**Run 1: the metal 1 layer**

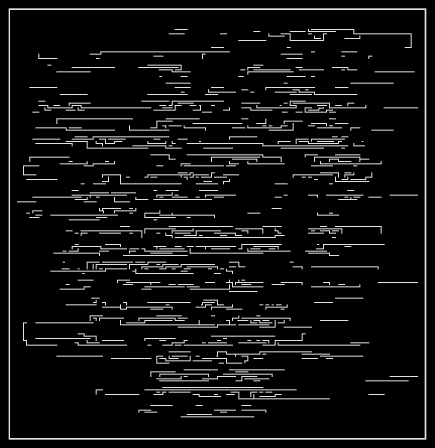
**Run 1: M2 wires**

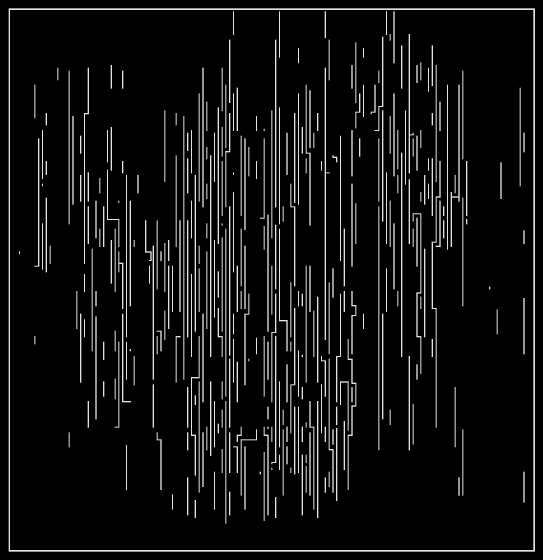
**Run 1: metal 3**

Bar = 20 microns. Cells faint in the background.
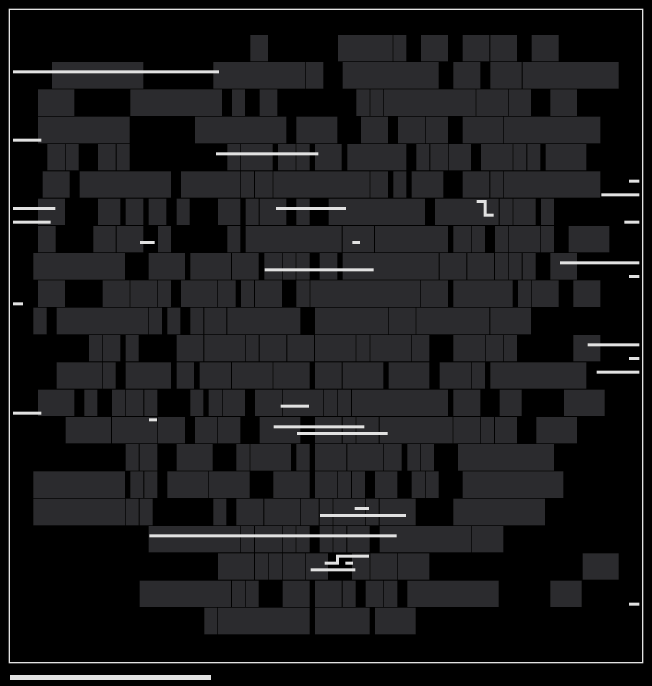
$ cat src/rtl/clock_reset_sequencer.sv
// Sequences clock enable and per-domain reset release for the system clock domain.
// Waits for a synchronized, stable PLL lock, then releases domain resets one at a time.
module clock_reset_sequencer #(
    parameter int NUM_DOMAIN    = 3,
    parameter int STABLE_CYCLES = 16,
    parameter int STAGE_GAP     = 4,
    parameter int HOLD_CYCLES   = 8
) (
    input  logic                  clk,
    input  logic                  rstnn,
    input  logic                  pll_locked,
    input  logic                  sw_reset_req,
    output logic                  clk_enable,
    output logic [NUM_DOMAIN-1:0] domain_rstnn,
    output logic                  ready,
    output logic [2:0]            state,
    output logic [7:0]            lock_loss_count
);

    localparam int MAX_AB    = (STABLE_CYCLES > STAGE_GAP) ? STABLE_CYCLES : STAGE_GAP;
    localparam int MAX_CYCLE = (MAX_AB > HOLD_CYCLES) ? MAX_AB : HOLD_CYCLES;
    localparam int CW        = $clog2(MAX_CYCLE) + 1;
    localparam int IW        = $clog2(NUM_DOMAIN) + 1;

    localparam logic [CW-1:0] STABLE_LOAD = CW'(STABLE_CYCLES - 1);
    localparam logic [CW-1:0] GAP_LOAD    = CW'(STAGE_GAP - 1);
    localparam logic [CW-1:0] HOLD_LOAD   = CW'(HOLD_CYCLES - 1);
    localparam logic [IW-1:0] LAST_IDX    = IW'(NUM_DOMAIN - 1);

    localparam logic [2:0] WAIT_LOCK = 3'd0;
    localparam logic [2:0] STABILIZE = 3'd1;
    localparam logic [2:0] RELEASE   = 3'd2;
    localparam logic [2:0] RUN       = 3'd3;
    localparam logic [2:0] HOLD      = 3'd4;

    logic [1:0]            sync_q;
    logic                  lock_s;
    logic [2:0]            state_q, state_d;
    logic [CW-1:0]         cnt_q, cnt_d;
    logic [IW-1:0]         idx_q, idx_d;
    logic [NUM_DOMAIN-1:0] rst_q, rst_d;
    logic                  en_q, en_d;
    logic                  ready_q, ready_d;
    logic [7:0]            loss_q, loss_d;

    // pll_locked is asynchronous to clk; two flops before anything looks at it.
    always_ff @(posedge clk or negedge rstnn) begin
        if (!rstnn) begin
            sync_q <= 2'b00;
        end else begin
            sync_q <= {sync_q[0], pll_locked};
        end
    end

    assign lock_s = sync_q[1];

    always_comb begin
        state_d = state_q;
        cnt_d   = cnt_q;
        idx_d   = idx_q;
        rst_d   = rst_q;
        en_d    = en_q;
        loss_d  = loss_q;

        case (state_q)
            WAIT_LOCK: begin
                en_d  = 1'b0;
                rst_d = '0;
                if (lock_s) begin
                    state_d = STABILIZE;
                    cnt_d   = STABLE_LOAD;
                end
            end

            STABILIZE: begin
                en_d  = 1'b0;
                rst_d = '0;
                if (!lock_s) begin
                    state_d = WAIT_LOCK;
                end else if (cnt_q == '0) begin
                    state_d = RELEASE;
                    cnt_d   = GAP_LOAD;
                    idx_d   = '0;
                    en_d    = 1'b1;
                end else begin
                    cnt_d = cnt_q - CW'(1);
                end
            end

            RELEASE, RUN, HOLD: begin
                // Lock loss beats a software request, which beats normal progression.
                if (!lock_s) begin
                    state_d = WAIT_LOCK;
                    en_d    = 1'b0;
                    rst_d   = '0;
                    if (loss_q != 8'hFF) begin
                        loss_d = loss_q + 8'd1;
                    end
                end else if (sw_reset_req) begin
                    state_d = HOLD;
                    cnt_d   = HOLD_LOAD;
                    rst_d   = '0;
                    en_d    = 1'b1;
                end else if (state_q == RELEASE) begin
                    en_d = 1'b1;
                    if (cnt_q == '0) begin
                        rst_d = rst_q | (NUM_DOMAIN'(1) << idx_q);
                        idx_d = idx_q + IW'(1);
                        cnt_d = GAP_LOAD;
                        if (idx_q == LAST_IDX) begin
                            state_d = RUN;
                        end
                    end else begin
                        cnt_d = cnt_q - CW'(1);
                    end
                end else if (state_q == HOLD) begin
                    en_d  = 1'b1;
                    rst_d = '0;
                    if (cnt_q == '0) begin
                        state_d = RELEASE;
                        cnt_d   = GAP_LOAD;
                        idx_d   = '0;
                    end else begin
                        cnt_d = cnt_q - CW'(1);
                    end
                end
            end

            default: begin
                state_d = WAIT_LOCK;
                en_d    = 1'b0;
                rst_d   = '0;
            end
        endcase

        ready_d = (state_d == RUN);
    end

    always_ff @(posedge clk or negedge rstnn) begin
        if (!rstnn) begin
            state_q <= WAIT_LOCK;
            cnt_q   <= '0;
            idx_q   <= '0;
            rst_q   <= '0;
            en_q    <= 1'b0;
            ready_q <= 1'b0;
            loss_q  <= 8'd0;
        end else begin
            state_q <= state_d;
            cnt_q   <= cnt_d;
            idx_q   <= idx_d;
            rst_q   <= rst_d;
            en_q    <= en_d;
            ready_q <= ready_d;
            loss_q  <= loss_d;
        end
    end

    assign clk_enable      = en_q;
    assign domain_rstnn    = rst_q;
    assign ready           = ready_q;
    assign state           = state_q;
    assign lock_loss_count = loss_q;

endmodule
$ cat config.mk
export PLATFORM = sky130hd
export DESIGN_NAME = clock_reset_sequencer
export DESIGN_NICKNAME = d
export VERILOG_FILES = /design/src/rtl/clock_reset_sequencer.sv
export SDC_FILE = /design/constraint.sdc
export NUM_CORES = 1
export LEC_CHECK = 0
export ABC_AREA = 1
export CORE_AREA = 2 2 61 63
export CTS_CLUSTER_SIZE = 10
export DETAILED_ROUTE_END_ITERATION = 12
export DIE_AREA = 0 0 63 65
export GPL_TIMING_DRIVEN = 0
export PLACE_DENSITY = 0.69
export SYNTH_ARGS = -nofsm -noshare
export SYNTH_HDL_FRONTEND = slang
export SYNTH_SLANG_ARGS = --single-unit
$ cat constraint.sdc
create_clock -name clk -period 1.3 [get_ports clk]
set_input_delay 0.26 -clock clk [delete_from_list [all_inputs] [get_ports clk]]
set_output_delay 0.26 -clock clk [all_outputs]
set_load 0.05 [all_outputs]
==> impl_report.txt, run 1 <==
IMPLEMENTATION SUMMARY REPORT
----------------------------------------------------
[Final timing]
  Post-layout period usage of the worst path ........................ 1.08
  Worst Tran Pin Value ........................ 0.424 ns
  Setup repair after global routing missed its margin ........................ yes
  Final worst setup slack ........................ -0.0984 ns
  Final setup violation count ........................ 23
  F_max ........................ 0.715 GHz
  Normalized max-slew margin ........................ 0.718
  Worst clock skew ........................ 0.00839 ns
  WHS ........................ 0.334 ns

[Critical path]
  Critical Path Slowest Stage Cell ........................ sky130_fd_sc_hd__dfrtp_2
  Category of the most critical setup path ........................ reg2reg
  Largest stage delay on the critical path ........................ 0.53 ns
  Cell depth of the worst flop-to-flop path ........................ 7
  Arrival time of data at the critical path endpoint ........................ 1.68 ns
  Crit-path max FO ........................ 6
  Cells along the critical path ........................ inv_4 > nand3_2 > nor2_1 > nand2_1 > nand2_1 > nand2_1 > nand2_1
  Startpoint Class ........................ flop
  Nature of the critical path endpoint ........................ flop
  Data required time of the critical path ........................ 1.58 ns
  Internal reg-to-reg setup slack ........................ -0.1 ns
  R2r endpoint ........................ state[0]
  CP Capture Point ........................ state[0]

[Synthesis]
  Count of distinct cell types in the synthesized netlist ........................ 27
  Leading cell types by total area after synthesis ........................ sky130_fd_sc_hd__dfrtp_1 41%, sky130_fd_sc_hd__nand2_1 12%, sky130_fd_sc_hd__inv_1 5.9%, sky130_fd_sc_hd__ha_1 5.5%, sky130_fd_sc_hd__nor2_1 5.2%
  Sequential element share of the synthesized area ........................ 0.406
  Largest area contributor in the synthesized netlist ........................ sky130_fd_sc_hd__dfrtp_1
  Yosys synthesis warning count ........................ 0
  Yosys-reported design area after synthesis ........................ 1600 sq um
  Ys cells ........................ 205
  Number of instances in the synthesized netlist ........................ 205
  Area leader share ........................ 0.406
  Mean Syn Cell Area ........................ 7.82 sq um

[Global routing]
  Pin count of the biggest net entering global routing ........................ 27
  Combined global-route utilization of all metal layers ........................ 0.194
  Remaining Overflow, GRT ........................ 0
  Via count of the first global-routing pass ........................ 1417

[Finish]
  Most frequently placed logic cell in the final layout ........................ sky130_fd_sc_hd__nand2_1
  Final-layout fill cell count ........................ 275
  Multi-input gate area ........................ 1090 sq um
  Diodes inserted ........................ 0
  Filler-free cell count of the finished design ........................ 307
  Net count of the finished layout ........................ 271
  FF/Latch Area ........................ 664 sq um
  Area grow syn2layout ........................ 50.7%
  Finished Core Util ........................ 0.691

[CTS]
  CTS resizes ........................ 113
  Total clock sinks ........................ 26
  Post-CTS Setup Bufs ........................ 14
  Latency at later pin ........................ 0.34 ns
  Number of hold buffers added after CTS ........................ 0
  Maximum count of clock buffers along a single path ........................ 2
  CTS buffer count ........................ 3

[Worst hold path]
  Number of cells on the worst hold path ........................ 1
  Worst-case hold path end point ........................ sync_q[0]

[Power and ir drop]
  Leakage dissipation ........................ 1.17 nW
  Cell Pwr Density ........................ 745 nW/um^2
  Maximum vdd ir drop ........................ 391 uV
  Tot Pwr ........................ 0.00180 W

[Run status]
  Violated checks ........................ negative setup slack
  Outcome ........................ complete, but fails checks

[Floorplan]
  Die area ........................ 4100 sq um
  Initial core utilization ........................ 0.458
  Height of the die ........................ 65 microns
  Die width ........................ 63 microns
  Ports ........................ 20
  Num rows ........................ 22
  Core region area ........................ 3500 sq um

[Placed design]
  Final HPWL DP ........................ 2430 microns
  Routability cong. ........................ 0.892
  Number of cells after detailed placement ........................ 272

[Drt]
  Number of violations reported at the end of detailed-routing iteration 0 ........................ 70
  Post-DR vias/cell ........................ 5.04
  Detailed-route DRC error count ........................ 0
  Post-DR wirelength/cell ........................ 13.2 microns

[Flow run]
  Count of max-cap constraint violations ........................ 0
  Tool warnings ........................ 33

----------------------------------------------------
About 'the metal 1 layer':
The wires run mostly horizontal. The layer holds 43% of the routed length. 246 nets have wire on it. The longest straight run is 23.0 microns. The layer carries 1760 microns of wire.
met1 global-route usage: 0.225
routed via count: 1546
Total Wirelength: 4070 microns

About 'M2 wires':
The layer holds 51% of the routed length. 223 nets have wire on it. The layer carries 2080 microns of wire.
fraction of met2 tracks used by global routing: 0.352

About 'metal 3':
The layer carries 152 microns of wire. 26 nets have wire on it. The layer holds 3.7% of the routed length. The longest straight run is 24.4 microns. The wires run mostly horizontal.
Global Route met3 Usage: 0.0278

-- run 1: power by group --
group	total (W)	internal [W]	switching [W]
registers	0.000875	0.000842	0.0000324
clock network	0.000576	0.000312	0.000264
logic	0.000348	0.000141	0.000207
total	0.00180	0.00130	0.000504
-- run 1: flip-flops by register name, summed over array words and instances, names as in the netlist --
name,count
clk_enable,1
domain_rstnn,3
sync_q,2
lock_loss_count,8
idx_q,3
ready,1
state,3
cnt_q,5
-- run 1: cell type report --
type,instances,area share
plain buffers,1,0.00207
clock buffers,3,0.00932
clock inverters,1,0.0124
inverters,27,0.0482
multi-input cells,152,0.452
flip-flops and latches,26,0.275
well taps,48,0.0249
repair buffers,49,0.176
-- run 1: routing by layer --
layer,track usage,up-vias,wire (microns)
li1,-,769,-
met1,0.225,728,1760
met2,0.352,40,2080
met3,0.0278,9,151
met4,0.0889,0,78
met5,0,-,0
-- run 1: synth_stat cells --
| cell | number |
|---|---|
| sky130_fd_sc_hd__buf_2 | 1 |
| sky130_fd_sc_hd__o21ai_0 | 10 |
| sky130_fd_sc_hd__nor2_1 | 22 |
| sky130_fd_sc_hd__nand3_1 | 14 |
| sky130_fd_sc_hd__a21o_1 | 2 |
| sky130_fd_sc_hd__nor2_8 | 1 |
| sky130_fd_sc_hd__nand2_1 | 51 |
| sky130_fd_sc_hd__o21ai_2 | 2 |
| sky130_fd_sc_hd__nand4_1 | 5 |
| sky130_fd_sc_hd__xor2_2 | 1 |
| sky130_fd_sc_hd__o21bai_1 | 2 |
| sky130_fd_sc_hd__inv_2 | 1 |
| sky130_fd_sc_hd__nand3_2 | 1 |
| sky130_fd_sc_hd__dfrtp_1 | 26 |
| sky130_fd_sc_hd__xor2_1 | 4 |
| sky130_fd_sc_hd__nor2_4 | 1 |
| sky130_fd_sc_hd__ha_1 | 7 |
| sky130_fd_sc_hd__a21oi_1 | 6 |
| sky130_fd_sc_hd__nor2_2 | 4 |
| sky130_fd_sc_hd__inv_4 | 1 |
| sky130_fd_sc_hd__xnor2_1 | 3 |
| sky130_fd_sc_hd__a21oi_2 | 1 |
| sky130_fd_sc_hd__nor3_1 | 6 |
| sky130_fd_sc_hd__nand2_4 | 2 |
| sky130_fd_sc_hd__nor3_4 | 1 |
| sky130_fd_sc_hd__inv_1 | 25 |
| sky130_fd_sc_hd__nand2_2 | 5 |
-- run 1: through the flow --
step / setup slack [ns] / setup TNS (ns) / instance area [sq um]
floorplan: -0.164 / -1.35 / 1690
global placement: -0.529 / -18.41 / 1940
detailed placement: -0.544 / -18.90 / 1940
CTS: -0.0705 / -0.903 / 2120
global route: -0.183 / -3.03 / 2420
finish: -0.0984 / -1.22 / 2420
-- run 1: cell families after synthesis --
group	Yosys count	share of synthesized area
AND/OR/NAND/NOR	113	0.338
buffers and inverters	28	0.0679
flip-flops	26	0.406
AND-OR/OR-AND	23	0.0851
XOR/XNOR	8	0.0484
adder cells (fa/ha/maj)	7	0.0546
-- run 1: critical path, delay by kind of cell (launching register included) --
kind / cells / cell delay, ns
buffers and inverters: 1 / 0.12
and+or+nand+nor: 6 / 0.69
DFF: 1 / 0.53
==> inputs of run 2 (changes only) <==
REMOVE_ABC_BUFFERS = 1   (was not set)
==> run 2 against run 1 <==
The flow still finishes with violations (negative setup slack). Hold slack lost 0.12 ns. Combinational power shrank 13%. Non-clock buffer count grew 4. Synthesized cell count is the same. Cell area grew 0.36%. Highest routed layer unchanged.
==> impl_report.txt, run 2 <==
IMPLEMENTATION SUMMARY REPORT
----------------------------------------------------
[Run status]
  Outcome ........................ complete, but fails checks
  Violated checks ........................ negative setup slack

[Global routing]
  Fraction of met2 tracks used by global routing ........................ 0.354 (+0.00133)
  Via count of the first global-routing pass ........................ 1470 (+3.7%)
  First-pass GRT wire length ........................ 6710 microns
  Number of antenna violations at the first check in global routing ........................ 0
  Met1 global-route usage ........................ 0.262 (+0.0369)
  Peak-usage layer in the global routing report ........................ met2
  Remaining Overflow, GRT ........................ 0 (unchanged)
  Pin count of the biggest net entering global routing ........................ 27 (unchanged)
  Combined global-route utilization of all metal layers ........................ 0.207 (+0.0130)

[Final timing]
  Worst Tran Pin Value ........................ 1.16 ns (+0.738 ns)
  F_max ........................ 0.697 GHz (-2.5%)
  Final Hold Viols ........................ 0
  Final setup violation count ........................ 25 (+8.7%)
  Final worst setup slack ........................ -0.134 ns (-0.0359 ns)
  Worst clock skew ........................ 0.0116 ns (+0.00320 ns)
  WHS ........................ 0.212 ns (-0.122 ns)
  Min cycle time layout ........................ 1.43 ns
  Post-layout period usage of the worst path ........................ 1.10 (+0.0276)
  Setup repair after global routing missed its margin ........................ yes
  Final max-slew violation count ........................ 0
  Setup TNS ........................ -1.73 ns (-0.513 ns)
  Normalized max-slew margin ........................ 0.225 (-0.492)

[Synthesis]
  Area leader share ........................ 0.406 (unchanged)
  Most common cell in the synthesized netlist ........................ sky130_fd_sc_hd__nand2_1
  Most used standard cells in the synthesized netlist ........................ 51 x sky130_fd_sc_hd__nand2_1, 26 x sky130_fd_sc_hd__dfrtp_1, 25 x sky130_fd_sc_hd__inv_1
  Synth Area in Adders ........................ 0.0546 (unchanged)
  Xor and xnor area share after synthesis ........................ 0.0484 (unchanged)
  Yosys reg bits ........................ 26
  Count of distinct cell types in the synthesized netlist ........................ 27 (unchanged)
  Leading cell types by total area after synthesis ........................ sky130_fd_sc_hd__dfrtp_1 41%, sky130_fd_sc_hd__nand2_1 12%, sky130_fd_sc_hd__inv_1 5.9%, sky130_fd_sc_hd__ha_1 5.5%, sky130_fd_sc_hd__nor2_1 5.2%
  Number of instances in the synthesized netlist ........................ 205 (unchanged)
  Top_reg_cell synth ........................ sky130_fd_sc_hd__dfrtp_1
  Dominant combinational cell family by area after synthesis ........................ simple AND/OR/NAND/NOR gates
  Yosys synthesis warning count ........................ 0 (unchanged)
  Largest area contributor in the synthesized netlist ........................ sky130_fd_sc_hd__dfrtp_1
  Post-synth tally of flip-flops with integrated enable ........................ 0 (unchanged)
  Post-synthesis compound-gate area fraction ........................ 0.0851 (unchanged)
  Synth Cell Area ........................ 1600 sq um
  Share of cell area taken by muxes after synthesis ........................ 0 (unchanged)
  Mean Syn Cell Area ........................ 7.82 sq um (unchanged)
  Yosys-reported design area after synthesis ........................ 1600 sq um (unchanged)
  Sequential element share of the synthesized area ........................ 0.406 (unchanged)
  Async set-or-reset flop fraction in the synthesized netlist ........................ 1.00 (unchanged)
  Yosys simple share ........................ 0.338 (unchanged)
  Ys cells ........................ 205 (unchanged)

[Finish]
  Most frequently placed logic cell in the final layout ........................ sky130_fd_sc_hd__nand2_1
  Final std cell area, no fill ........................ 2420 sq um (+0.36%)
  Area grow syn2layout ........................ 51.3%
  Fraction of final layout cells sized beyond drive strength 1 ........................ 0.460
  Largest register FFs ........................ 8 (unchanged)
  Multi-input gate area ........................ 1070 sq um (-1.9%)
  Diodes inserted ........................ 0 (unchanged)
  Final-layout fill cell count ........................ 266 (-3.3%)
  Most common logic cells in the final layout ........................ 41 x sky130_fd_sc_hd__nand2_1, 31 x sky130_fd_sc_hd__buf_4, 18 x sky130_fd_sc_hd__inv_1, 18 x sky130_fd_sc_hd__dfrtp_1, 16 x sky130_fd_sc_hd__nor2_1
  Net count of the finished layout ........................ 275 (+1.5%)
  FF/Latch Area ........................ 661 sq um (-0.56%)

[Placed design]
  Final HPWL DP ........................ 2390 microns (-1.3%)
  Buffers added on ports ........................ 19
  Worst-case setup slack after placement ........................ -0.397 ns (+0.147 ns)
  Placed Area ........................ 1850 sq um (-4.7%)
  Routability cong. ........................ 0.773 (-13%)

[Critical path]
  Buffer and inverter count on the worst path ........................ 2 (+1)
  Internal reg-to-reg setup slack ........................ -0.13 ns (-0.04 ns)
  R2r endpoint ........................ ready
  Cells along the critical path ........................ inv_2 > ha_4 > inv_2 > nor2_4 > nand2_4 > o21ai_1 > nand3_1 > nor2_1
  Startpoint Class ........................ flop
  Data required time of the critical path ........................ 1.59 ns (about the same)
  Critical Path Slowest Stage Cell ........................ sky130_fd_sc_hd__dfrtp_1
  Arrival time of data at the critical path endpoint ........................ 1.72 ns (+0.04 ns)
  Crit-path max FO ........................ 7 (+1)
  Largest stage delay on the critical path ........................ 0.42 ns (-0.11 ns)
  Start of the worst register-to-register path ........................ cnt_q[0]
  Most frequent cell on the critical path ........................ sky130_fd_sc_hd__inv_2
  Cell family with the largest share of critical-path delay ........................ simple AND/OR/NAND/NOR gates
  Nature of the critical path endpoint ........................ flop
  Cell depth of the worst flop-to-flop path ........................ 8 (+1)
  Category of the most critical setup path ........................ reg2reg

[Floorplan]
  Initial core utilization ........................ 0.458 (unchanged)
  Num rows ........................ 22 (unchanged)
  Height of the die ........................ 65 microns (unchanged)
  Die width ........................ 63 microns (unchanged)
  Ports ........................ 20 (unchanged)
  Core region area ........................ 3500 sq um (unchanged)
  Die area ........................ 4100 sq um (unchanged)

[CTS]
  CTS HTree Levels ........................ 1
  Clock tree from TritonCTS ........................ yes
  Clock input transition at the sequential cells of the worst setup and hold paths ........................ 0.16 ns
  Clock root buffer ........................ sky130_fd_sc_hd__clkbuf_4
  CTS buffer count ........................ 3 (unchanged)
  Latency at later pin ........................ 0.34 ns (about the same)
  Total clock sinks ........................ 26 (unchanged)
  Number of hold buffers added after CTS ........................ 0 (unchanged)
  Maximum count of clock buffers along a single path ........................ 2 (unchanged)

[Drt]
  Detailed-route DRC error count ........................ 0 (unchanged)
  Number of violations reported at the end of detailed-routing iteration 0 ........................ 86 (+23%)
  Post-DR vias/cell ........................ 5.17 (+2.6%)
  Length of the first detailed-routing pass in iterations ........................ 4
  Post-DR wirelength/cell ........................ 14.5 microns (+9.6%)
  Residual antenna-violating net count after detailed routing ........................ 0

[Power and ir drop]
  Leakage dissipation ........................ 1.19 nW (+1.2%)
  Cell Pwr Density ........................ 729 nW/um^2 (-2.1%)
  Maximum vdd ir drop ........................ 457 uV (+17%)
  Tot Pwr ........................ 0.00177 W (-1.8%)

[Worst hold path]
  Path category of the worst min-delay check ........................ in2async

[Flow run]
  Count of max-cap constraint violations ........................ 0 (unchanged)
  Tool warnings ........................ 31 (-6.1%)

----------------------------------------------------
[run 2: cell count changes in the layout (fill, tap and decap cells not counted), sizes merged]
cell           previous run  this run
buf                      43        48
clkdlybuf4s15             0         1
dlygate4sd2               1         0
dlygate4sd3               1         0
[run 2: cell families after synthesis]
kind of cell	count (synthesis)
and+or+nand+nor	113
buffers and inverters	28
DFF	26
AOI/OAI and AO/OA	23
xor gates and xnor gates	8
adders and majority gates	7
[run 2: metrics by stage]
stage,instances,utilization
3_5_place_dp,271,0.529
2_1_floorplan,204,-
4_1_cts,294,0.614
3_3_place_gp,271,0.529
5_1_grt,311,0.694
6_report,311,0.694
[run 2: power by group]
group	internal (W)	total, W	switching [W]
clock network	0.000312	0.000580	0.000268
logic	0.000112	0.000304	0.000191
registers	0.000843	0.000884	0.0000414
total	0.00127	0.00177	0.000500
[run 2: layer usage]
layer  vias up  wire (microns)
met1       766            1880
met2        55            2330
met3        11             207
li1        775               -
met5         -               0
met4         0             104
[run 2: worst reg2reg max path, stage by stage (launching register included)]
cell                      delay (ns)
sky130_fd_sc_hd__dfrtp_1        0.42
sky130_fd_sc_hd__inv_2          0.09
sky130_fd_sc_hd__ha_4           0.14
sky130_fd_sc_hd__inv_2          0.04
sky130_fd_sc_hd__nor2_4         0.12
sky130_fd_sc_hd__nand2_4        0.12
sky130_fd_sc_hd__o21ai_1        0.25
sky130_fd_sc_hd__nand3_1        0.11
sky130_fd_sc_hd__nor2_1         0.10
[run 2: cell type report]
type / instances / share of cell area
Clock buffer: 3 / 0.00929
Clock inverter: 1 / 0.0124
Inverter: 27 / 0.0439
Multi-Input combinational cell: 152 / 0.442
Sequential cell: 26 / 0.272
Tap cell: 48 / 0.0248
Timing Repair Buffer: 54 / 0.196
[run 2: worst max-delay path by stage]
stage,from,endpoint,slack (ns),cells after the start
after floorplan,lock_loss_count[0],lock_loss_count[0],-0.43,5
after global placement,rstnn,lock_loss_count[6],-0.40,1
after detailed placement,rstnn,lock_loss_count[6],-0.40,1
after CTS,cnt_q[0],idx_q[0],-0.06,9
after global routing,cnt_q[0],cnt_q[2],-0.22,9
final,cnt_q[0],ready,-0.13,8
[run 2: repair_timing]
action / 4_1_cts / 5_1_grt
cloned: 1 / 0
setup endpoints to repair: 61 / 39
pin swaps: 7 / 18
gates resized: 141 / 44
endpoints found under the hold margin: 0 / 0
buffers inserted: 18 / 17
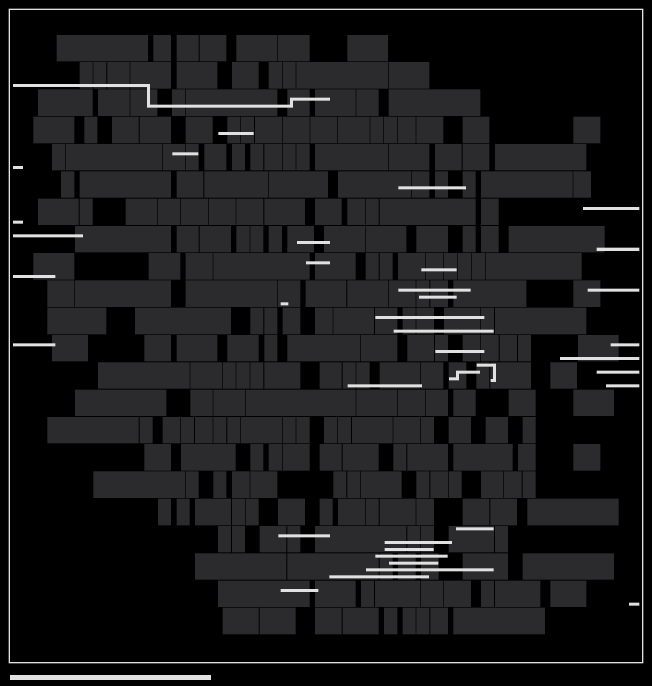
**Above:** run 2 (metal 3).
Bar = 20 microns. Cells faint in the background.
The longest straight run is 14.3 microns. The wires run mostly horizontal.
Global Route met3 Usage: 0.0313
Total Wirelength: 4520 microns
routed via count: 1607

==> inputs of run 3 (changes only) <==
HOLD_SLACK_MARGIN = 0.15   (was not set)
MAX_ROUTING_LAYER = met4   (was not set)
==> run 3 against run 2 <==
The flow still finishes with violations (negative setup slack). Area after synthesis did not move. Register-to-register slack barely moved. Worst setup slack worse by 0.0030 ns. Fmax fell by 0.21%.
==> impl_report.txt, run 3 <==
IMPLEMENTATION SUMMARY REPORT
----------------------------------------------------
[Global routing]
  Number of antenna violations at the first check in global routing ........................ 0 (unchanged)
  Pin count of the biggest net entering global routing ........................ 27 (unchanged)
  Via count of the first global-routing pass ........................ 1470 (unchanged)
  Remaining Overflow, GRT ........................ 0 (unchanged)
  First-pass GRT wire length ........................ 6710 microns (unchanged)

[Drt]
  Length of the first detailed-routing pass in iterations ........................ 4 (unchanged)
  Total Wirelength ........................ 4500 microns (-0.42%)
  Number of violations reported at the end of detailed-routing iteration 0 ........................ 118 (+37%)
  Post-DR wirelength/cell ........................ 14.5 microns (-0.42%)
  Routed via count ........................ 1615 (+0.50%)
  Post-DR vias/cell ........................ 5.19 (+0.50%)
  Detailed-route DRC error count ........................ 0 (unchanged)
  Residual antenna-violating net count after detailed routing ........................ 0 (unchanged)

[Flow run]
  Tool warnings ........................ 31 (unchanged)
  Count of max-cap constraint violations ........................ 0 (unchanged)

[Synthesis]
  Area leader share ........................ 0.406 (unchanged)
  Count of distinct cell types in the synthesized netlist ........................ 27 (unchanged)
  Yosys reg bits ........................ 26 (unchanged)
  Most common cell in the synthesized netlist ........................ sky130_fd_sc_hd__nand2_1
  Sequential element share of the synthesized area ........................ 0.406 (unchanged)
  Yosys synthesis warning count ........................ 0 (unchanged)
  Most used standard cells in the synthesized netlist ........................ 51 x sky130_fd_sc_hd__nand2_1, 26 x sky130_fd_sc_hd__dfrtp_1, 25 x sky130_fd_sc_hd__inv_1
  Mean Syn Cell Area ........................ 7.82 sq um (unchanged)
  Top_reg_cell synth ........................ sky130_fd_sc_hd__dfrtp_1
  Synth Cell Area ........................ 1600 sq um (unchanged)
  Leading cell types by total area after synthesis ........................ sky130_fd_sc_hd__dfrtp_1 41%, sky130_fd_sc_hd__nand2_1 12%, sky130_fd_sc_hd__inv_1 5.9%, sky130_fd_sc_hd__ha_1 5.5%, sky130_fd_sc_hd__nor2_1 5.2%
  Ys cells ........................ 205 (unchanged)
  Yosys-reported design area after synthesis ........................ 1600 sq um (unchanged)
  Async set-or-reset flop fraction in the synthesized netlist ........................ 1.00 (unchanged)
  Number of instances in the synthesized netlist ........................ 205 (unchanged)
  Post-synth tally of flip-flops with integrated enable ........................ 0 (unchanged)

[Run status]
  Outcome ........................ complete, but fails checks
  Violated checks ........................ negative setup slack

[CTS]
  Clock input transition at the sequential cells of the worst setup and hold paths ........................ 0.15 ns (about the same)
  Maximum count of clock buffers along a single path ........................ 2 (unchanged)
  Clock tree from TritonCTS ........................ yes
  CTS HTree Levels ........................ 1 (unchanged)
  Total clock sinks ........................ 26 (unchanged)
  Latency at later pin ........................ 0.34 ns (about the same)
  Clock root buffer ........................ sky130_fd_sc_hd__clkbuf_4
  CTS buffer count ........................ 3 (unchanged)

[Power and ir drop]
  Maximum vdd ir drop ........................ 457 uV (about the same)
  Tot Pwr ........................ 0.00176 W (-0.19%)
  Cell Pwr Density ........................ 728 nW/um^2 (-0.19%)
  Leakage dissipation ........................ 1.19 nW (unchanged)

[Floorplan]
  Core region area ........................ 3500 sq um (unchanged)
  Initial core utilization ........................ 0.458 (unchanged)
  Die width ........................ 63 microns (unchanged)
  Height of the die ........................ 65 microns (unchanged)
  Num rows ........................ 22 (unchanged)
  Die area ........................ 4100 sq um (unchanged)
  Ports ........................ 20 (unchanged)

[Final timing]
  F_max ........................ 0.696 GHz (-0.21%)
  Min cycle time layout ........................ 1.44 ns (+0.00300 ns)
  Worst Tran Pin Value ........................ 1.15 ns (-0.0140 ns)
  Final setup violation count ........................ 25 (unchanged)
  Final Hold Viols ........................ 0 (unchanged)
  Worst clock skew ........................ 0.00886 ns (-0.00273 ns)
  Setup TNS ........................ -1.69 ns (+0.0349 ns)
  Normalized max-slew margin ........................ 0.235 (+0.00935)
  Setup repair after global routing missed its margin ........................ yes
  WHS ........................ 0.209 ns (-0.00360 ns)
  Final max-slew violation count ........................ 0 (unchanged)
  Final worst setup slack ........................ -0.137 ns (-0.00300 ns)

[Placed design]
  Buffers added on ports ........................ 19 (unchanged)
  Routability cong. ........................ 0.784 (+1.4%)
  Final HPWL DP ........................ 2390 microns (unchanged)

[Critical path]
  Startpoint Class ........................ flop
  Data required time of the critical path ........................ 1.59 ns (about the same)
  Category of the most critical setup path ........................ reg2reg
  Crit-path max FO ........................ 7 (unchanged)
  Arrival time of data at the critical path endpoint ........................ 1.73 ns (about the same)
  Nature of the critical path endpoint ........................ flop

[Finish]
  Most frequently placed logic cell in the final layout ........................ sky130_fd_sc_hd__nand2_1
  Fraction of final layout cells sized beyond drive strength 1 ........................ 0.460 (unchanged)
  Final-layout fill cell count ........................ 266 (unchanged)
  Net count of the finished layout ........................ 275 (unchanged)
  Area grow syn2layout ........................ 51.3% (unchanged)
  Largest register FFs ........................ 8 (unchanged)
  Most common logic cells in the final layout ........................ 41 x sky130_fd_sc_hd__nand2_1, 31 x sky130_fd_sc_hd__buf_4, 18 x sky130_fd_sc_hd__inv_1, 18 x sky130_fd_sc_hd__dfrtp_1, 16 x sky130_fd_sc_hd__nor2_1
  Diodes inserted ........................ 0 (unchanged)

[Worst hold path]
  Path category of the worst min-delay check ........................ in2async

----------------------------------------------------
[run 3: cell counts after synthesis]
Identical to the previous run, type by type.
[run 3: final cells by class]
cell class / instances / area (sq um) / area share
clock inverters: 1 / 30.0 / 0.0124
inverters: 27 / 106 / 0.0439
clock buffers: 3 / 22.5 / 0.00929
repair buffers: 54 / 474 / 0.196
well taps: 48 / 60.1 / 0.0248
flip-flops and latches: 26 / 661 / 0.272
multi-input cells: 152 / 1070 / 0.442
[run 3: cell families (layout without fill, tap and decap cells)]
logic type,count (synthesis),count (layout),synth area share
AOI/OAI and AO/OA,23,23,0.0851
xor gates and xnor gates,8,8,0.0484
adders and majority gates,7,7,0.0546
buffers and inverters,28,85,0.0679
DFF,26,26,0.406
and+or+nand+nor,113,114,0.338
[run 3: timing repair]
| item | 4_1_cts | 5_1_grt |
|---|---|---|
| setup buffers | 18 | 17 |
| gates cloned | 1 | 0 |
| gates resized | 141 | 44 |
| hold buffers | 0 | 0 |
| endpoints found under the hold margin | 0 | 0 |
| endpoints found under the setup margin | 61 | 39 |
| pin swaps | 7 | 18 |
[run 3: path summary, 6_finish.rpt]
kind	startpoint	endpoint	slack, ns	cells past startpoint
worst max-delay path	cnt_q[0]	ready	-0.14	8
worst min-delay path	rstnn	domain_rstnn[2]	0.21	1
worst max register to register	cnt_q[0]	ready	-0.14	8
worst min register to register	sync_q[0]	sync_q[1]	0.39	0
max in group asynchronous	rstnn	sync_q[1]	0.33	1
min in group clk	pll_locked	sync_q[0]	0.35	1
[run 3: report_power, final]
group / switching, W / leakage (nW) / total (W) / internal, W
Combinational: 0.000191 / 0.834 / 0.000304 / 0.000112
Clock: 0.000264 / 0.0279 / 0.000577 / 0.000312
Sequential: 0.0000411 / 0.326 / 0.000884 / 0.000843
Total: 0.000497 / 1.19 / 0.00176 / 0.00127
[run 3: routing by layer]
metal  global-route usage  part of all wire
met5                    -                 0
met4               0.0833             0.017
met3               0.0313             0.047
met2                0.354              0.53
met1                0.262              0.41
[run 3: critical path, stage by stage, from the launching register on]
cell	delay, ns
sky130_fd_sc_hd__dfrtp_1	0.42
sky130_fd_sc_hd__inv_2	0.09
sky130_fd_sc_hd__ha_4	0.14
sky130_fd_sc_hd__inv_2	0.04
sky130_fd_sc_hd__nor2_4	0.12
sky130_fd_sc_hd__nand2_4	0.12
sky130_fd_sc_hd__o21ai_1	0.25
sky130_fd_sc_hd__nand3_1	0.11
sky130_fd_sc_hd__nor2_1	0.10
[run 3: stage by stage]
step	util	cell area, sq um	std cells	worst slack (ns)
final	0.694	2420	311	-0.137
after CTS	0.614	2150	294	-0.0604
after floorplan	-	1600	204	-0.425
after global placement	0.529	1850	271	-0.404
after detailed placement	0.529	1850	271	-0.397
after global routing	0.694	2420	311	-0.219
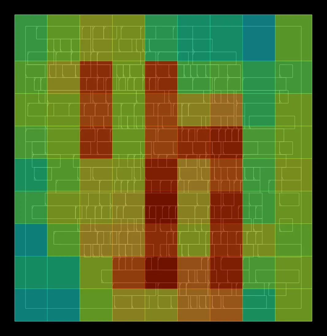
**Above:** run 3 (congestion heat map).
combined global-route utilization of all metal layers: 0.213
fraction of met2 tracks used by global routing: 0.354
Finished Core Util: 0.694
peak-usage layer in the global routing report: met2


==> screenshots <==
Sequential cells coloured by netlist name.
Bar = 20 microns.
shot_01.png
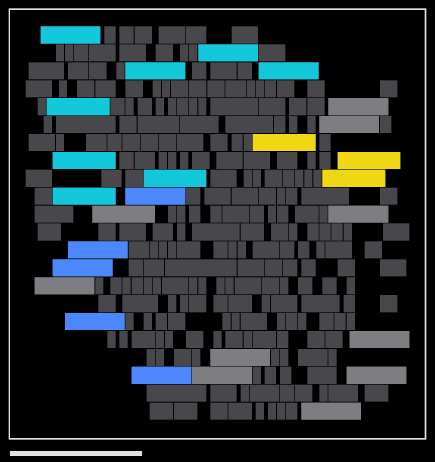
shot_02.png
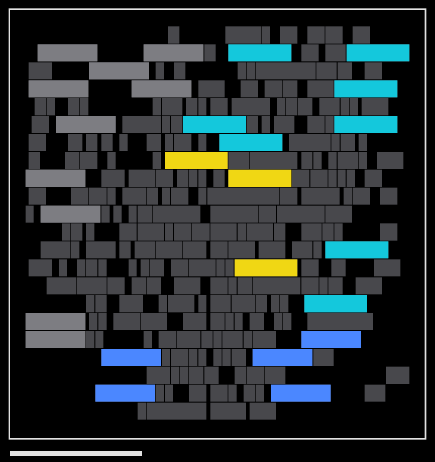
shot_02.png is run 1.
shot_01.png is run 3.

Key to shot_01.png:
Yellow shows state, flops 3. Blue shows cnt_q, flops 5. Cyan shows lock_loss_count, flops 8.

Power is estimated from default activity; no workload was simulated.
